Fig. 1: run 1, gate families picked out
Bar = 50 um.
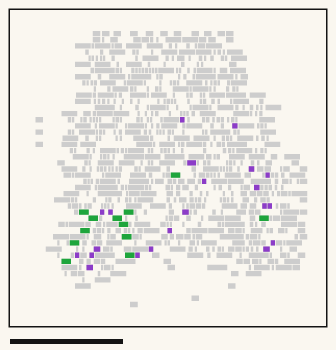
Fig. 2: run 1, register map, names as in the netlist
Bar = 50 um. Other sequential cells in the stronger grey, the rest of the logic in the fainter grey.
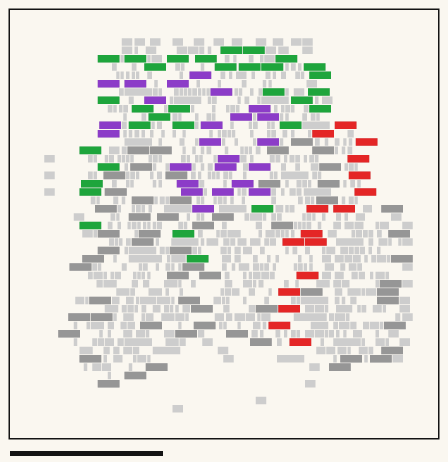
Fig. 3: run 1, wiring by layer
Bar = 50 um.
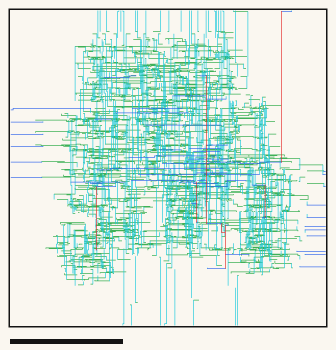
Fig. 4: run 1, track usage over the die
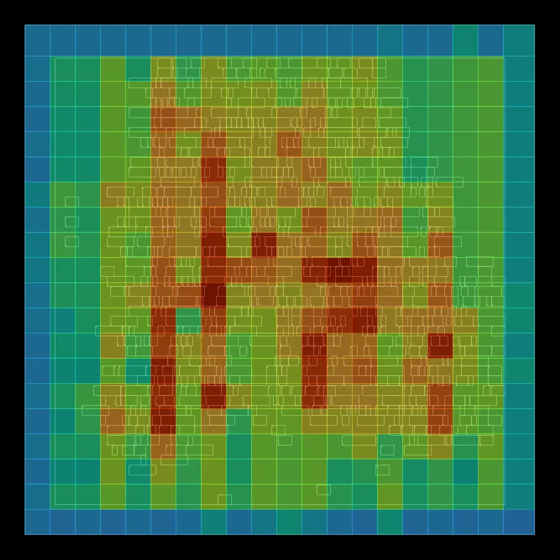
==> config.mk <==
export PLATFORM = sky130hd
export DESIGN_NAME = program_loader
export DESIGN_NICKNAME = d
export VERILOG_FILES = /design/src/rtl/loader_pkg.sv /design/src/rtl/uart_rx_byte.sv /design/src/rtl/program_loader.sv
export SDC_FILE = /design/constraint.sdc
export NUM_CORES = 1
export LEC_CHECK = 0
export CAP_MARGIN = 20
export CORE_MARGIN = 8
export CORE_UTILIZATION = 36
export DETAILED_ROUTE_END_ITERATION = 8
export GPL_TIMING_DRIVEN = 0
export PLACE_DENSITY = 0.66
export SLEW_MARGIN = 10
export SYNTH_ARGS = -nofsm -noshare
export SYNTH_HDL_FRONTEND = slang
export SYNTH_SLANG_ARGS = --single-unit
==> constraint.sdc <==
create_clock -name clock -period 5.4 [get_ports clock]
set_input_delay 0.81 -clock clock [delete_from_list [all_inputs] [get_ports clock]]
set_output_delay 0.81 -clock clock [all_outputs]
set_load 0.02 [all_outputs]
==> impl_metrics.tcl, run 1 <==
# flow metrics
set metrics [dict create \
    gp_congestion 0.832 \
    root_buffer "clkbuf_16" \
    drtAntennaViolNets 0 \
    fp_util_pct 36.5 \
    clkPwrFrac_pct 52.0 \
    synth-seq-cells 131 \
    numClockSinks 131 \
    flops 131 \
    htreeDepth 4 \
    buf_share_pct 9.31 \
    synthAoiAreaFrac_pct 13.7 \
    row_count 45 \
    synth_warnings 0 \
    nets 775 \
    avgSynthCellArea_um2 7.95 \
    tightest_slew_ns 0.669 \
    end_kind "output pin" \
    fmax_mhz 344 \
    edf_count 0 \
    crit_buf_inv 3 \
    p_switching_uw 447 \
    final.min_clock_period_ns 2.91 \
    largest_cell_class "multi-input combinational cells" \
    netlist.top_cell.by_area "dfxtp_1" \
    slew_viol_final 0 \
    clock.latency.late_pin_ns 0.42 \
    ys_chip_area_mm2 0.00550 \
    largest_register_ffs 32 \
    wl_met2_um 6290 \
    power-top-group "clock" \
    n_all_inverters 8 \
    grt_max_degree 17 \
    status "complete, no violations" \
    ios 50 \
    area_growth_pct 23.4 \
    crit_required_ns 4.59 \
    final-clk-cell-share_pct 8.27 \
    final-hold-violation-count 0 \
    yosysTopAreaCellShare_pct 47.7 \
    cp_top_family "buffers and inverters" \
    topRoutingLayerUsed "met4" \
    r2r_setup_slack_ns 2.92 \
    ctsHoldBuffers 0 \
    ys_cells 692 \
    synth_nets 707 \
    die_h_um 140 \
    cp_num_cells 4 \
    non_clock_buffer_count 85 \
    antenna_found_initial 0 \
    worstSetupStartpointType "register" \
    top_cell "nand2_1" \
    grt_overflow 0 \
    drv_cap 0 \
    power.total_mw 2.12 \
    netlist_instances 692 \
    tool_warnings 32 \
    nMultiInputCombCells 517 \
    crit_slowest_cell "clkdlybuf4s50_1" \
    relSlewSlack_pct 55.1 \
    dr.pass1.iters 5 \
    hold_depth 1 \
    skew_ns 0.00728 \
    drcViolationCount 0 \
    coreArea_mm2 0.0151 \
]
About Fig. 1:
legend:
  AND and OR gates:
    colour: purple
    cells: 21
  adder and majority cells:
    colour: green
    cells: 12
combinational share of cell area: 39.9%
Top cell excl fill/tap: nand2_1
final std cells w/o fill: 960

About Fig. 2:
legend:
  `word_sh`:
    colour: purple
    flops: 24
  `imem_wdata`:
    colour: green
    flops: 32
  `len`:
    colour: red
    flops: 16
    where: east
fin util: 45.0%
Register Area: 0.00262 mm^2
P_seq: 972 uW
Seq area share: 38.6%

About Fig. 3:
legend:
  metal 4:
    colour: red
    wire_length: 217 um
  metal 1:
    colour: green
    wire_length: 6230 um
  metal 3:
    colour: blue
    wire_length: 738 um
  metal 2:
    colour: cyan
    wire_length: 6290 um
Post-Route WL: 13500 um
Wirelength per Cell: 14.0 um

About Fig. 4:
grt met2 use: 23.4%
met1 usage: 17.3%
Total GRT Usage: 14.4%
Most Used Layer, Global Route: met2
met3 Use GR: 4.14%

Fig. 5: run 1, layout detail
Bar = 5 um. Region (60, 88) to (80, 108) um. Cells in grey, sequential cells in the stronger grey; small squares are vias.
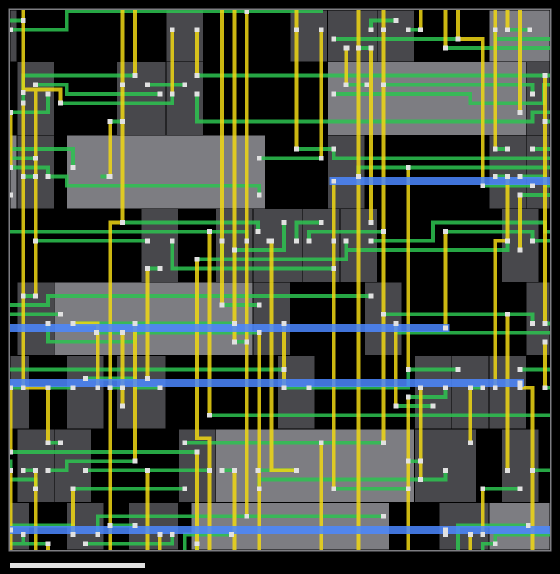

==> run 2: changes to the inputs <==
- PLACE_DENSITY: 0.66 -> 0.68
- clock period: 5.4 -> 2.58 ns (I/O delays scaled with it)
Fig. 6: run 2, layout detail
Bar = 5 um. Region (60, 88) to (80, 108) um. Cells in grey, sequential cells in the stronger grey; small squares are vias.
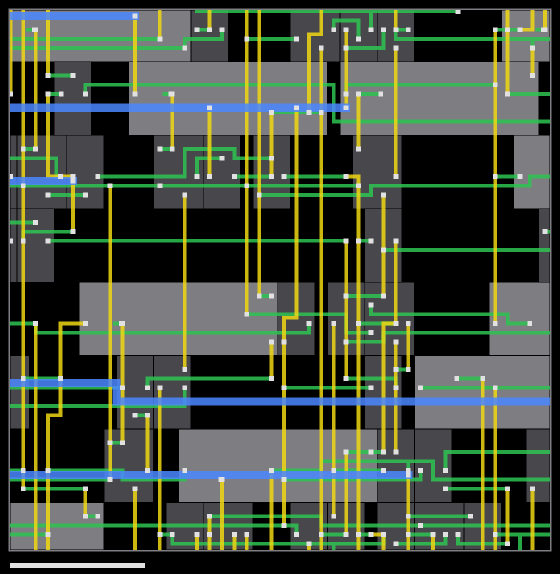
legend:
  metal 3:
    colour: blue
  metal 1:
    colour: green
  metal 2:
    colour: yellow
cells with their middle in the window: 36
sequential cells in the window: 6
most frequent: nand2_1 (17), a21oi_1 (8), dfxtp_1 (6)

==> impl_metrics.tcl, run 2 <==
# flow metrics
set metrics [dict create \
    status "complete, no violations" \
    non_clock_buffer_count 84 \
    wl_met2_um 6380 \
    root_buffer "clkbuf_16" \
    fp_util_pct 36.5 \
    cp_top_family "simple AND/OR/NAND/NOR gates" \
    htreeDepth 4 \
    grt_max_degree 17 \
    largest_register_ffs 32 \
    slew_viol_final 0 \
    met2_usage_pct 23.2 \
    nMultiInputCombCells 517 \
    wl_um 13500 \
    dr.pass1.iters 5 \
    relSlewSlack_pct 55.8 \
    clkPwrFrac_pct 52.3 \
    area_growth_pct 23.7 \
    flops 131 \
    grt_overflow 0 \
    topRoutingLayerUsed "met4" \
    r2r_setup_slack_ns 0.20 \
    sh_comb_area_pct 39.8 \
    tightest_slew_ns 0.658 \
    edf_count 0 \
    antenna_found_initial 0 \
    ys_chip_area_mm2 0.00550 \
    avgSynthCellArea_um2 7.95 \
    final.min_clock_period_ns 2.38 \
    row_count 45 \
    final-clk-cell-share_pct 8.48 \
    final-hold-violation-count 0 \
    drv_cap 0 \
    numClockSinks 131 \
    grt-busiest-layer "met2" \
    clock.latency.late_pin_ns 0.42 \
    n_all_inverters 8 \
    fin_cells 960 \
    synth_warnings 0 \
    netlist.top_cell.by_area "dfxtp_1" \
    gp_congestion 0.861 \
    grt_usage_pct 14.4 \
    tool_warnings 32 \
    crit_slowest_cell "nor3_1" \
    netlist_instances 692 \
    lay_top_count "nand2_1" \
    yosysTopAreaCellShare_pct 47.7 \
    gr-usage-met1_pct 17.8 \
    register_area_mm2 0.00262 \
    routed_wire_length_per_instance_um 14.1 \
    synth-seq-cells 131 \
    p_switching_uw 956 \
    drcViolationCount 0 \
    buf_share_pct 9.25 \
    power-top-group "clock" \
    cp_num_cells 8 \
    die_h_um 140 \
    grt.met3_usage_pct 3.90 \
    fmax_mhz 420 \
    ctsHoldBuffers 0 \
    crit_required_ns 2.92 \
    drtAntennaViolNets 0 \
    ios 50 \
    top_cell "nand2_1" \
    synthAoiAreaFrac_pct 13.7 \
]
Fig. 7: run 2, register map, names as in the netlist
Bar = 50 um. Other sequential cells in the stronger grey, the rest of the logic in the fainter grey.
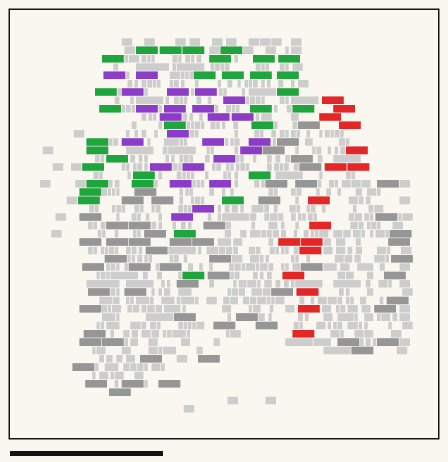
legend:
  `imem_wdata`:
    colour: green
    flops: 32
  `len`:
    colour: red
    flops: 16
  `word_sh`:
    colour: purple
    flops: 24
    where: north
fin util: 45.1%
Seq area share: 38.5%
P_seq: 2.04 mW

Power is estimated from default activity; no workload was simulated.
